### Signal wires on met2

Cells faint in the background.
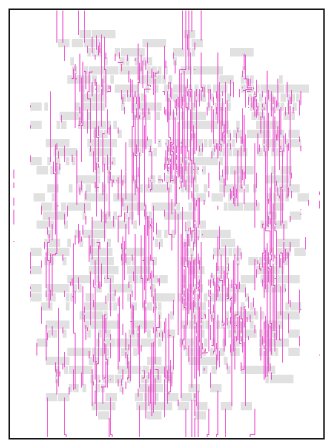
### M1 wires

Supply wires on this layer in gray. Cells faint in the background.
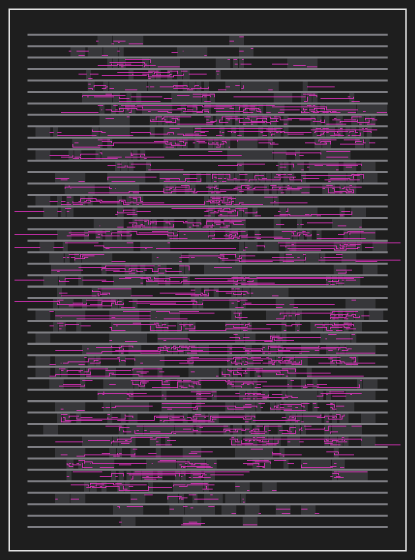
### Where the registers sit

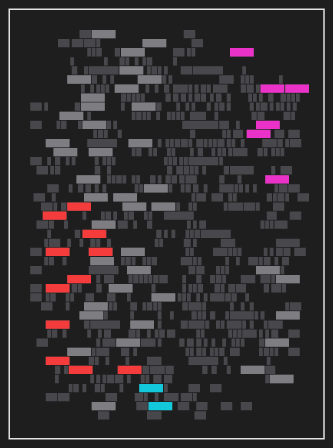
<file path="src/rtl/square_pkg.sv">
// Shared types and constants for the square drawer: coordinate width, screen defaults, FSM states.
// Imported by the interface, the raster counter and the top level.
package square_pkg;
  localparam int COORD_W      = 11;
  localparam int CNT_W        = 6;
  localparam int SCREEN_W_DEF = 640;
  localparam int SCREEN_H_DEF = 480;

  typedef enum logic [1:0] {IDLE, ERASE, DRAW, DONE} draw_state_t;
  typedef logic [COORD_W-1:0] coord_t;
  typedef logic [CNT_W-1:0]   cnt_t;
endpackage

</file>
<file path="src/rtl/square_drawer_if.sv">
// Game-control side (master) to square drawer (slave): start request, new location, pixel write port, status.
// No backpressure: the framebuffer accepts one pixel write per cycle.
interface square_drawer_if;
  import square_pkg::*;

  logic   start;
  coord_t x_loc;
  coord_t y_loc;
  coord_t pixel_x;
  coord_t pixel_y;
  logic   pixel_color;
  logic   pixel_we;
  logic   busy;
  logic   done;

  modport master (
    output start, x_loc, y_loc,
    input  pixel_x, pixel_y, pixel_color, pixel_we, busy, done
  );

  modport slave (
    input  start, x_loc, y_loc,
    output pixel_x, pixel_y, pixel_color, pixel_we, busy, done
  );
endinterface

</file>
<file path="src/rtl/square_raster_counter.sv">
// Raster counter over a SIZE x SIZE square: cx inner, cy outer, one step per advance; zero latency last flag.
// Wraps to (0,0) after the last pixel so the erase and draw phases chain without an explicit clear.
module square_raster_counter
  import square_pkg::*;
#(
  parameter int SIZE = 20
) (
  input  logic clk,
  input  logic reset,
  input  logic clear,
  input  logic advance,
  output cnt_t cx,
  output cnt_t cy,
  output logic last
);
  localparam cnt_t MAX = cnt_t'(SIZE - 1);

  always_ff @(posedge clk) begin
    if (reset || clear) begin
      cx <= '0;
      cy <= '0;
    end else if (advance) begin
      if (cx == MAX) begin
        cx <= '0;
        cy <= (cy == MAX) ? '0 : cy + 1'b1;
      end else begin
        cx <= cx + 1'b1;
      end
    end
  end

  assign last = (cx == MAX) && (cy == MAX);
endmodule

</file>
<file path="src/rtl/square_drawer.sv">
// Erases the previous square (black) then draws the new one (white), one pixel per cycle, fixed latency.
// No backpressure; off-screen pixels are clipped. Define SQUARE_OUTLINE_EN to write only the border.
module square_drawer
  import square_pkg::*;
#(
  parameter int SIZE     = 20,
  parameter int SCREEN_W = SCREEN_W_DEF,
  parameter int SCREEN_H = SCREEN_H_DEF
) (
  input  logic            clk,
  input  logic            reset,
  square_drawer_if.slave  bus
);
  localparam cnt_t MAX = cnt_t'(SIZE - 1);

  draw_state_t state;
  draw_state_t next_state;

  coord_t new_x;
  coord_t new_y;
  coord_t old_x;
  coord_t old_y;
  logic   old_valid;

  cnt_t cx;
  cnt_t cy;
  logic last;
  logic active;
  logic border;

  coord_t base_x;
  coord_t base_y;
  coord_t pix_x;
  coord_t pix_y;
  logic   color;
  logic   busy_c;
  logic   done_c;

  square_raster_counter #(.SIZE(SIZE)) u_raster (
    .clk     (clk),
    .reset   (reset),
    .clear   (!active),
    .advance (active),
    .cx      (cx),
    .cy      (cy),
    .last    (last)
  );

  always_ff @(posedge clk) begin
    if (reset) state <= IDLE;
    else       state <= next_state;
  end

  always_comb begin
    next_state = state;
    case (state)
      IDLE:    if (bus.start) next_state = old_valid ? ERASE : DRAW;
      ERASE:   if (last)      next_state = DRAW;
      DRAW:    if (last)      next_state = DONE;
      DONE:                   next_state = IDLE;
      default:                next_state = IDLE;
    endcase
  end

  // Location registers: new position captured on start, promoted to "old" once the draw completes.
  always_ff @(posedge clk) begin
    if (reset) begin
      new_x     <= '0;
      new_y     <= '0;
      old_x     <= '0;
      old_y     <= '0;
      old_valid <= 1'b0;
    end else begin
      if (state == IDLE && bus.start) begin
        new_x <= bus.x_loc;
        new_y <= bus.y_loc;
      end
      if (state == DRAW && last) begin
        old_x     <= new_x;
        old_y     <= new_y;
        old_valid <= 1'b1;
      end
    end
  end

  assign active = (state == ERASE) || (state == DRAW);

`ifdef SQUARE_OUTLINE_EN
  assign border = (cx == '0) || (cx == MAX) || (cy == '0) || (cy == MAX);
`else
  assign border = 1'b1;
`endif

  always_comb begin
    base_x = '0;
    base_y = '0;
    color  = 1'b0;
    busy_c = 1'b0;
    done_c = 1'b0;
    case (state)
      ERASE: begin
        base_x = old_x;
        base_y = old_y;
        busy_c = 1'b1;
      end
      DRAW: begin
        base_x = new_x;
        base_y = new_y;
        color  = 1'b1;
        busy_c = 1'b1;
      end
      DONE:    done_c = 1'b1;
      default: ;
    endcase
    pix_x = active ? base_x + coord_t'(cx) : '0;
    pix_y = active ? base_y + coord_t'(cy) : '0;
  end

  assign bus.pixel_x     = pix_x;
  assign bus.pixel_y     = pix_y;
  assign bus.pixel_color = color;
  assign bus.busy        = busy_c;
  assign bus.done        = done_c;
  // Counters keep running over clipped pixels so the phase length never depends on position.
  assign bus.pixel_we    = active && border &&
                           (pix_x < coord_t'(SCREEN_W)) && (pix_y < coord_t'(SCREEN_H));
endmodule

</file>
<file path="src/flat_wrapper.sv">
// flat-port wrapper written by rule: the top's interface ports become plain ports
module square_drawer_flat import square_pkg::*;
#(
  parameter int SIZE     = 20,
  parameter int SCREEN_W = SCREEN_W_DEF,
  parameter int SCREEN_H = SCREEN_H_DEF
)
  (clk, reset, bus_start, bus_x_loc, bus_y_loc, bus_pixel_x, bus_pixel_y, bus_pixel_color, bus_pixel_we, bus_busy, bus_done);
  square_drawer_if bus_i ();
  input  logic clk;
  input  logic reset;
  input wire logic [$bits(bus_i.start)-1:0] bus_start;
  input wire logic [$bits(bus_i.x_loc)-1:0] bus_x_loc;
  input wire logic [$bits(bus_i.y_loc)-1:0] bus_y_loc;
  output wire logic [$bits(bus_i.pixel_x)-1:0] bus_pixel_x;
  output wire logic [$bits(bus_i.pixel_y)-1:0] bus_pixel_y;
  output wire logic [$bits(bus_i.pixel_color)-1:0] bus_pixel_color;
  output wire logic [$bits(bus_i.pixel_we)-1:0] bus_pixel_we;
  output wire logic [$bits(bus_i.busy)-1:0] bus_busy;
  output wire logic [$bits(bus_i.done)-1:0] bus_done;
  assign bus_i.start = bus_start;
  assign bus_i.x_loc = bus_x_loc;
  assign bus_i.y_loc = bus_y_loc;
  assign bus_pixel_x = bus_i.pixel_x;
  assign bus_pixel_y = bus_i.pixel_y;
  assign bus_pixel_color = bus_i.pixel_color;
  assign bus_pixel_we = bus_i.pixel_we;
  assign bus_busy = bus_i.busy;
  assign bus_done = bus_i.done;
  square_drawer #(.SIZE(SIZE), .SCREEN_W(SCREEN_W), .SCREEN_H(SCREEN_H)) u_core (.clk(clk), .reset(reset), .bus(bus_i));
endmodule
</file>
<file path="config.mk">
export PLATFORM = sky130hd
export DESIGN_NAME = square_drawer_flat
export DESIGN_NICKNAME = d
export VERILOG_FILES = /design/src/rtl/square_pkg.sv /design/src/rtl/square_drawer_if.sv /design/src/rtl/square_raster_counter.sv /design/src/rtl/square_drawer.sv /design/src/flat_wrapper.sv
export SDC_FILE = /design/constraint.sdc
export NUM_CORES = 1
export LEC_CHECK = 0
export ABC_AREA = 1
export CAP_MARGIN = 20
export CORE_ASPECT_RATIO = 1.4
export CORE_MARGIN = 4
export CORE_UTILIZATION = 35
export DETAILED_ROUTE_END_ITERATION = 16
export GPL_TIMING_DRIVEN = 1
export PLACE_DENSITY_LB_ADDON = 0.1
export SETUP_SLACK_MARGIN = 0.5
export SYNTH_ARGS = -nofsm -noshare
export SYNTH_HDL_FRONTEND = slang
export SYNTH_HIERARCHICAL = 1
export SYNTH_SLANG_ARGS = --single-unit
</file>
<file path="constraint.sdc">
create_clock -name clk -period 9.9 [get_ports clk]
set_clock_uncertainty 0.1 [all_clocks]
set_input_delay 2.475 -clock clk [delete_from_list [all_inputs] [get_ports clk]]
set_output_delay 2.475 -clock clk [all_outputs]
set_load 0.005 [all_outputs]
</file>
==> Changelog: implementation <==
### Implementation results

- Comb power frac: 0.287
- Synth cell count leaders: nand2_1, a21oi_1, dfxtp_1
- Total gr overflow: 0
- Most numerous logic cell after layout: nand2_1
- Root Buffer: clkbuf_16
- #MultiIn Comb: 420
- Worst-Margin Slew: 0.930 ns
- Most Crowded Layer GR: met2
- Postcts setup bufs: 0
- Total GRT Usage: 0.168
- Non-clock buffering overhead: 0.118
- Die area: 12,000 sq um
- Post-synthesis adder-cell area fraction: 0.0768
- Htree depth: 3
- Core area: 10,000 sq um
- HP Class: reg2reg
- Setup WS pre-CTS: 3.23 ns
- Setup Viol. Count Final: 0
- ANT nets after route: 0
- Post-synth ARST share: 0
- Cell Count, Final, Fillers Out: 742
- Layout cell share with drive strength beyond 1: 0.0643
- Vias/cell: 4.79
- Area fraction in xor and xnor cells: 0.0218
- CP startpoint: u_core/state[0]
- Syn Inst Count: 561
- Number of non-clock buffers in the layout: 54
- Registers, synthesis: 59
- Row Count: 43
- Cells along the critical path: inv_1 -> ha_1 -> buf_4 -> clkinv_1 -> a21oi_1 -> ha_1 -> inv_1 -> fa_1 -> inv_1 -> nand2_1 -> nand3_1 -> nand3_2 -> nor2_2 -> nand2_1 -> a21oi_2 -> nand2_1 -> nor2_1 -> clkdlybuf4s50_1
- Hold buffer count at cts: 0
- Worst path required time: 7.33 ns
- Largest net degree at the start of global routing: 49
- RSZ-0062 raised after global routing: false
- Synth top cell by count: nand2_1
- Wl on met1: 4280 microns
- Core Util at FP: 0.361
- Inst Count DP: 729
- First-pass GRT wire length: 16,000 microns
- Reg2reg end: u_core/u_raster/cx[1]
- DIE HEIGHT: 128 microns
- DR top layer: met4
- Yosys stat chip area: 3620 sq um
- CTS Buffer Depth: 2
- Worst Reg-to-Reg Cells: 7
- Area fraction in mux cells: 0
- Most instantiated logic cells after routing: nand2_1, a21oi_1, dfxtp_1
- Cell count in the Yosys report: 561
- Comb gate area: 2100 sq um
- Detailed Routing Iterations Pass 1: 4
- Sequential power share: 0.337
- FF-to-FF Start: u_core/state[0]
- Max power group: the clock network
- Clock Power Share: 0.376
- Inverters: 61
- Outcome: complete, no violations
- Synth unique cells: 34
- Clock sinks: 59
- DR WL/cell: 13.1 microns
- Post-synth top area cell: dfxtp_1
- Log Warnings: 30
- Max-area cell share: 0.327
-- 'Signal wires on met2' (at the start) --
share of all routed wire	51%
longest straight run	49.0 microns
nets with wire on the layer	488
vias post-DR: 3,554
total length of routed wires: 9700 microns
routing usage on met2: 0.284

-- 'M1 wires' (at the start) --
main direction	horizontal
wire length on this layer	4,280 microns
routing usage on met1: 0.206

-- 'Where the registers sit' (at the start) --
color	name in the netlist	flops
red	u_core/new_x	11
cyan	u_core/state	2
magenta	u_core/u_raster/cy	6
not colored	40
Sequential Power: 278 uW
Final Core Density: 0.449
sequential share of cell area: 0.263
sequential cell area: 1180 sq um

Power is estimated from default activity; no workload was simulated.
